===== config.mk =====
export PLATFORM = sky130hd
export DESIGN_NAME = ntt_result_collector
export DESIGN_NICKNAME = d
export VERILOG_FILES = /design/src/rtl/ntt_result_collector.sv
export SDC_FILE = /design/constraint.sdc
export NUM_CORES = 1
export LEC_CHECK = 0
export ABC_CLOCK_PERIOD_IN_PS = 2500
export CORE_MARGIN = 8
export CORE_UTILIZATION = 53
export DETAILED_ROUTE_END_ITERATION = 8
export PLACE_DENSITY = 0.75
export REMOVE_ABC_BUFFERS = 1
export SLEW_MARGIN = 20
export SYNTH_ARGS = -nofsm -noshare
export SYNTH_HDL_FRONTEND = slang
export SYNTH_SLANG_ARGS = --single-unit
export TNS_END_PERCENT = 5

===== constraint.sdc =====
create_clock -name clk -period 2.5 [get_ports clk]
set_input_delay 0.625 -clock clk [delete_from_list [all_inputs] [get_ports clk]]
set_output_delay 0.625 -clock clk [all_outputs]
set_load 0.02 [all_outputs]

===== src/rtl/ntt_result_collector.sv =====
// ntt_result_collector
// ---------------------------------------------------------------------------
// Read-out end of the NTT butterfly datapath. Accepts butterfly output pairs
// beat by beat, counts stages and pairs itself, throws away every stage but
// the last, captures the last stage into an N-word buffer and then streams
// the N coefficients out over a valid/ready interface.
//
// Ports
//   clk        : clock, all state on the rising edge
//   reset      : asynchronous active-low reset
//   start      : one-cycle pulse, begins a transform (only honoured in IDLE)
//   in_valid   : butterfly pair present on in_a / in_b
//   in_ready   : collector takes a pair this cycle (registered state decode)
//   in_a, in_b : butterfly upper / lower output
//   out_valid  : coefficient present on out_data
//   out_ready  : downstream takes the coefficient
//   out_data   : coefficient value
//   out_index  : position 0..N-1 of out_data
//   out_last   : final coefficient of the transform
//   busy       : not idle
//   overflow   : sticky, a pair arrived while draining and was dropped
//
// Build option
//   NTT_OUT_BITREV_EN : when defined, coefficients leave in bit-reversed
//                       position order; out_index still reports the true
//                       position. Undefined: natural order.
// ---------------------------------------------------------------------------
module ntt_result_collector #(
    parameter  int RING_SIZE = 16,
    parameter  int DATA_W    = 16,
    localparam int IDX_W     = $clog2(RING_SIZE)
) (
    input  logic              clk,
    input  logic              reset,
    input  logic              start,
    input  logic              in_valid,
    output logic              in_ready,
    input  logic [DATA_W-1:0] in_a,
    input  logic [DATA_W-1:0] in_b,
    output logic              out_valid,
    input  logic              out_ready,
    output logic [DATA_W-1:0] out_data,
    output logic [IDX_W-1:0]  out_index,
    output logic              out_last,
    output logic              busy,
    output logic              overflow
);

    typedef enum logic [1:0] {
        ST_IDLE   = 2'd0,
        ST_ACCEPT = 2'd1,
        ST_DRAIN  = 2'd2
    } state_e;

    localparam logic [IDX_W-2:0] PAIR_LAST  = (IDX_W-1)'(RING_SIZE/2 - 1);
    localparam logic [IDX_W-2:0] PAIR_ONE   = (IDX_W-1)'(1);
    localparam logic [IDX_W-1:0] STAGE_LAST = IDX_W'(IDX_W - 1);
    localparam logic [IDX_W-1:0] IDX_LAST   = IDX_W'(RING_SIZE - 1);
    localparam logic [IDX_W-1:0] IDX_ONE    = IDX_W'(1);

    state_e              state_q, state_d;
    logic [IDX_W-2:0]    pair_cnt_q, pair_cnt_d;
    logic [IDX_W-1:0]    stage_cnt_q, stage_cnt_d;
    logic [IDX_W-1:0]    drain_idx_q, drain_idx_d;
    logic                overflow_q, overflow_d;
    logic                mem_we_s;
    logic [IDX_W-1:0]    pos_s;
    logic [DATA_W-1:0]   mem_q [RING_SIZE];

    // Reverse the bit order of a drain index.
    function automatic logic [IDX_W-1:0] bitrev(input logic [IDX_W-1:0] v);
        logic [IDX_W-1:0] r;
        r = '0;
        for (int i = 0; i < IDX_W; i++) begin
            r[i] = v[IDX_W-1-i];
        end
        return r;
    endfunction

    // State and counter registers.
    always_ff @(posedge clk or negedge reset) begin
        if (!reset) begin
            state_q     <= ST_IDLE;
            pair_cnt_q  <= '0;
            stage_cnt_q <= '0;
            drain_idx_q <= '0;
            overflow_q  <= 1'b0;
        end else begin
            state_q     <= state_d;
            pair_cnt_q  <= pair_cnt_d;
            stage_cnt_q <= stage_cnt_d;
            drain_idx_q <= drain_idx_d;
            overflow_q  <= overflow_d;
        end
    end

    // Next-state, counter and buffer-write decode.
    always_comb begin
        state_d     = state_q;
        pair_cnt_d  = pair_cnt_q;
        stage_cnt_d = stage_cnt_q;
        drain_idx_d = drain_idx_q;
        overflow_d  = overflow_q;
        mem_we_s    = 1'b0;
        case (state_q)
            ST_IDLE: begin
                // in_valid is ignored here and never touches overflow.
                if (start) begin
                    state_d     = ST_ACCEPT;
                    pair_cnt_d  = '0;
                    stage_cnt_d = '0;
                    drain_idx_d = '0;
                    overflow_d  = 1'b0;
                end else begin
                    state_d = ST_IDLE;
                end
            end
            ST_ACCEPT: begin
                // in_ready is 1 in this state, so in_valid alone is a beat.
                if (in_valid) begin
                    if (stage_cnt_q == STAGE_LAST) begin
                        mem_we_s = 1'b1;
                    end else begin
                        mem_we_s = 1'b0;
                    end
                    if (pair_cnt_q == PAIR_LAST) begin
                        pair_cnt_d = '0;
                        if (stage_cnt_q == STAGE_LAST) begin
                            state_d     = ST_DRAIN;
                            drain_idx_d = '0;
                        end else begin
                            stage_cnt_d = stage_cnt_q + IDX_ONE;
                        end
                    end else begin
                        pair_cnt_d = pair_cnt_q + PAIR_ONE;
                    end
                end else begin
                    state_d = ST_ACCEPT;
                end
            end
            ST_DRAIN: begin
                if (in_valid) begin
                    overflow_d = 1'b1;
                end else begin
                    overflow_d = overflow_q;
                end
                if (out_ready) begin
                    if (drain_idx_q == IDX_LAST) begin
                        state_d     = ST_IDLE;
                        drain_idx_d = '0;
                    end else begin
                        drain_idx_d = drain_idx_q + IDX_ONE;
                    end
                end else begin
                    drain_idx_d = drain_idx_q;
                end
            end
            default: begin
                state_d = ST_IDLE;
            end
        endcase
    end

    // Final-stage capture: pair k fills positions k and k+N/2. No reset,
    // the contents are only read after a full final stage has been written.
    always_ff @(posedge clk) begin
        if (mem_we_s) begin
            mem_q[{1'b0, pair_cnt_q}] <= in_a;
            mem_q[{1'b1, pair_cnt_q}] <= in_b;
        end
    end

    // Map the drain counter to the coefficient position being emitted.
    always_comb begin
        pos_s = '0;
`ifdef NTT_OUT_BITREV_EN
        pos_s = bitrev(drain_idx_q);
`else
        pos_s = drain_idx_q;
`endif
    end

    // Output decode; data/index forced to 0 outside DRAIN so reset shows 0.
    always_comb begin
        in_ready  = (state_q == ST_ACCEPT);
        out_valid = (state_q == ST_DRAIN);
        busy      = (state_q != ST_IDLE);
        overflow  = overflow_q;
        out_last  = 1'b0;
        out_index = '0;
        out_data  = '0;
        if (state_q == ST_DRAIN) begin
            out_last  = (drain_idx_q == IDX_LAST);
            out_index = pos_s;
            out_data  = mem_q[pos_s];
        end else begin
            out_last  = 1'b0;
            out_index = '0;
            out_data  = '0;
        end
    end

endmodule


**Run 1: clock nets**

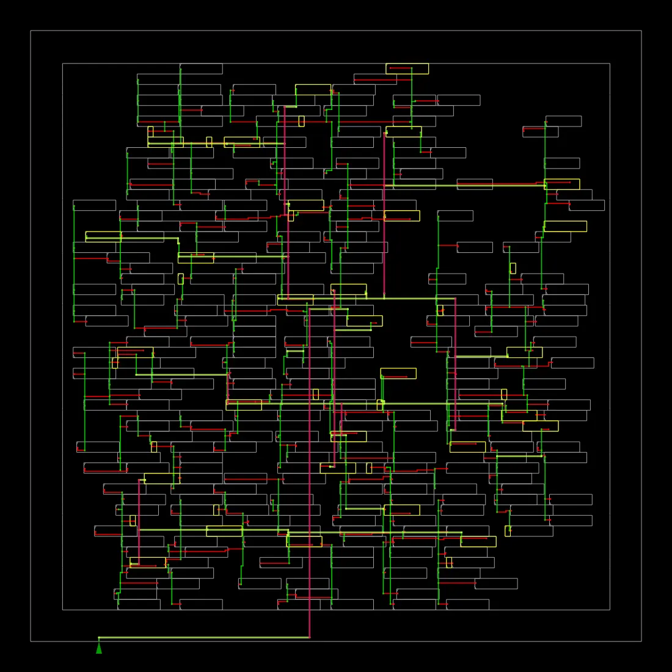
clkbuf count: 39
Late-Pin Clk Latency: 0.52 ns
total CTS buffers: 27
registers: 270
clk sink count: 270

**Run 1: pin map**

Pins as bars across the die edge, other pins in grey.
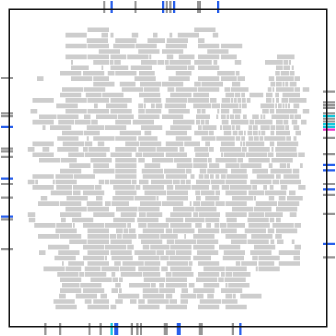
legend:
  blue:
    port: `out_data`
    pins: 16
    direction: output
    edge: 5 bottom, 4 top, 4 right, 3 left
  magenta:
    port: `out_ready`
    pins: 1
    direction: input
    edge: right
  cyan:
    port: `out_index`
    pins: 4
    direction: output
    edge: 3 right, 1 bottom
all pins by edge: 21 right, 18 bottom, 13 left, 10 top
die width: 158.1 um
die height: 158.1 um
port bufs: 61

==> impl_metrics.ini, run 1 <==
; flow metrics
[drt]
viasPerCell = 6.032
wl_met3_mm = 1.829
wirelength_mm = 22.83

[grt]
grt.busiest_layer = met2
grt_pass1_wl_mm = 34.73
grt_pass1_vias = 5914
grt_util_met2_pct = 31.40

[power_and_ir_drop]
seq_cell_power_mw = 5.06
comb-power_uw = 449
p_leak_nw = 4.402
internal_power_mw = 7.404
power_density_nw_per_um2 = 703.1

[setup_path]
cp.required_ns = 1.88
cp_num_buf_inv = 3
r2r_end = mem_q[8][5]
crit_slowest_cell = dfrtp_4
crit_family = flip-flops

[layout]
layout.area.top_class = registers
layout.cells.most_common = edfxtp_1
comb_share_pct = 19.19
area_delta_synth_final_pct = 22.81
lay_top_cells = edfxtp_1, mux4_2, clkdlybuf4s50_1
final-nonclk-buf-share_pct = 10.78
seq_area_um2 = 8044

[floorplan]
io_pins = 62
floorplan.core_util_pct = 53.42

[synthesis]
synth_cell_types = 41
ys_sh_mux_pct = 14.42
synth-simple-area-share_pct = 3.413
ys_warn_count = 0
fa_ha_area_share_pct = 0.9350

[placement]
gp_congestion = 0.7648
post-place-ws_ns = -0.4174
place_area_um2 = 12160

[job]
warnings = 31

[sta]
fin_skew_ns = 0.009801
setup_viol = 16
worst_pin_slew_ns = 0.7051
setup_ws_ns = -0.6226

[run_status]
status = complete, but fails checks
failed_checks = negative setup slack

[clocking]
clockBufferDepth = 3
ctsHoldBuffers = 0
post-cts-setup-buffer-count = 5
cts_resized = 97

[hold_path]
hold_path_class = reg -> reg
**Run 1: routed clock nets over the placement**

Scale bar: 50 um.
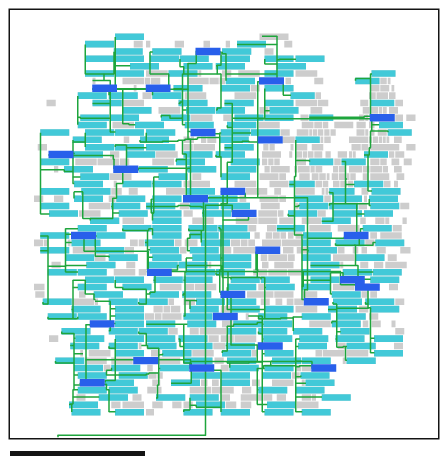
legend:
  blue:
    item: clock-net drivers
    count: 27
  cyan:
    item: flip-flops
    count: 270
  green:
    item: clock wires
    length: 2930 um
flops lie: all over the die
routed clock nets: 28

==> run 1: registers in the layout, indices dropped and copies added, names as in the netlist <==
signal,count
drain_idx_q,4
mem_q,256
overflow,1
pair_cnt_q,3
stage_cnt_q,4
state_q,2
==> run 1: cells in the mapped netlist, drive strengths merged, types with 2 or more instances <==
library cell  number
buf               18
a22oi             11
a22o              15
nor2b              5
clkbuf             9
nand4              3
edfxtp           256
a21o               3
nand2              9
mux4              53
a221o             12
dfrtp             14
mux2i             35
or4b               2
inv                7
nand2b             2
nor2               5
and2               5
o211ai             2
ha                 8
nor3b              3
and3              20
o21ai              3
o22ai              7
**Run 1: sequential cells grouped by signal name**

Other sequential cells in the stronger grey, the rest of the logic in the fainter grey.
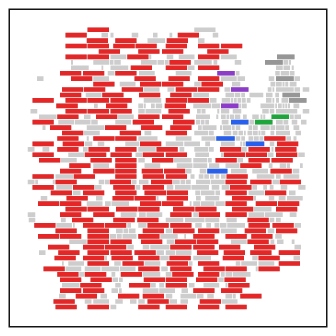

==> run 2: changes to the inputs <==
--- a/config.mk
+++ b/config.mk
@@ -9,10 +9,11 @@
 export CORE_MARGIN = 8
 export CORE_UTILIZATION = 53
 export DETAILED_ROUTE_END_ITERATION = 8
+export HOLD_SLACK_MARGIN = 0.05
 export PLACE_DENSITY = 0.75
 export REMOVE_ABC_BUFFERS = 1
-export SLEW_MARGIN = 20
+export SLEW_MARGIN = 10
 export SYNTH_ARGS = -nofsm -noshare
 export SYNTH_HDL_FRONTEND = slang
 export SYNTH_SLANG_ARGS = --single-unit
-export TNS_END_PERCENT = 5
+export TNS_END_PERCENT = 20
**Run 2: sequential cells grouped by signal name**

Other sequential cells in the stronger grey, the rest of the logic in the fainter grey.
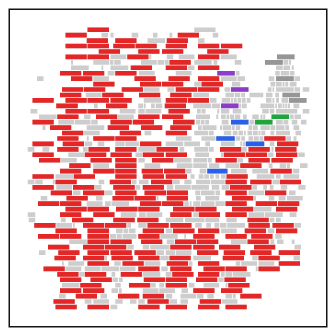
legend:
  purple:
    netlist_name: `pair_cnt_q`
    placed_flops: 3
  red:
    netlist_name: `mem_q`
    placed_flops: 256
  green:
    netlist_name: `state_q`
    placed_flops: 2
  blue:
    netlist_name: `drain_idx_q`
    placed_flops: 4
not coloured: 5

==> impl_metrics.ini, run 2 <==
; flow metrics
[run_status]
status = complete, but fails checks
failed_checks = negative setup slack

[layout]
clkbuf_count = 39
flops = 270
top_register = mem_q
lay_top_cells = edfxtp_1, mux4_2, clkdlybuf4s50_1
largest_reg_flops = 256
reg.largest.list = mem_q x256, drain_idx_q x4, stage_cnt_q x4
final-nonclk-buf-share_pct = 10.72
layout.cells.most_common = edfxtp_1

[synthesis]
synth-simple-area-share_pct = 3.413
fa_ha_area_share_pct = 0.9350
synth_cell_types = 41
top_cells_by_count = edfxtp_1, mux4_2, mux2i_1
top_cell = edfxtp_1
ys_warn_count = 0

[setup_path]
crit_family = flip-flops
crit_slowest_cell = dfrtp_4
r2r_end = mem_q[13][4]

[grt]
grt.busiest_layer = met2
grt_pass1_wl_mm = 34.85
grt_pass1_vias = 5937
grt_util_met2_pct = 31.52

[hold_path]
hold_path_class = reg -> reg

[clocking]
clockBufferDepth = 3
numCtsBuffers = 27
ctsHoldBuffers = 0
cts.sinks = 270

[placement]
place_area_um2 = 12160
post-place-ws_ns = -0.4174
numPortBuffers = 61
gp_congestion = 0.7648

[floorplan]
io_pins = 62
floorplan.core_util_pct = 53.42
die_y_um = 158.1
die_w_um = 158.1

[drt]
viasPerCell = 6.004
wirelength_mm = 22.72
wl_met3_mm = 1.862

[sta]
fin_skew_ns = 0.01242
worst_pin_slew_ns = 0.7109
setup_viol = 16
setup_ws_ns = -0.6215

[job]
warnings = 31

[power_and_ir_drop]
power_density_nw_per_um2 = 703.4
p_leak_nw = 4.386
==> run 2: netlist changes by cell type in the layout (fill, tap and decap cells not counted), sizes merged <==
cell	change
dlygate4sd2	-1
buf	-1
clkdlybuf4s15	+1
==> run 2: timing repair <==
action	CTS	global route
setup endpoints to repair	24	18
pin swaps	10	3
cloned	3	0
resized	100	12
setup buffers	5	0
==> run 2: power breakdown <==
group / internal, mW / switching (mW) / total [mW]
clock: 2.18 / 1.55 / 3.73
combinational: 0.213 / 0.236 / 0.450
sequential: 5.01 / 0.0509 / 5.06
total: 7.40 / 1.83 / 9.24
==> run 2: cells by family after synthesis <==
kind of cell / Yosys count
adders and majority gates: 8
and+or+nand+nor: 60
DFF: 270
AOI/OAI and AO/OA: 57
buffers and inverters: 34
muxes: 88
Power and IR drop assume default switching activity.
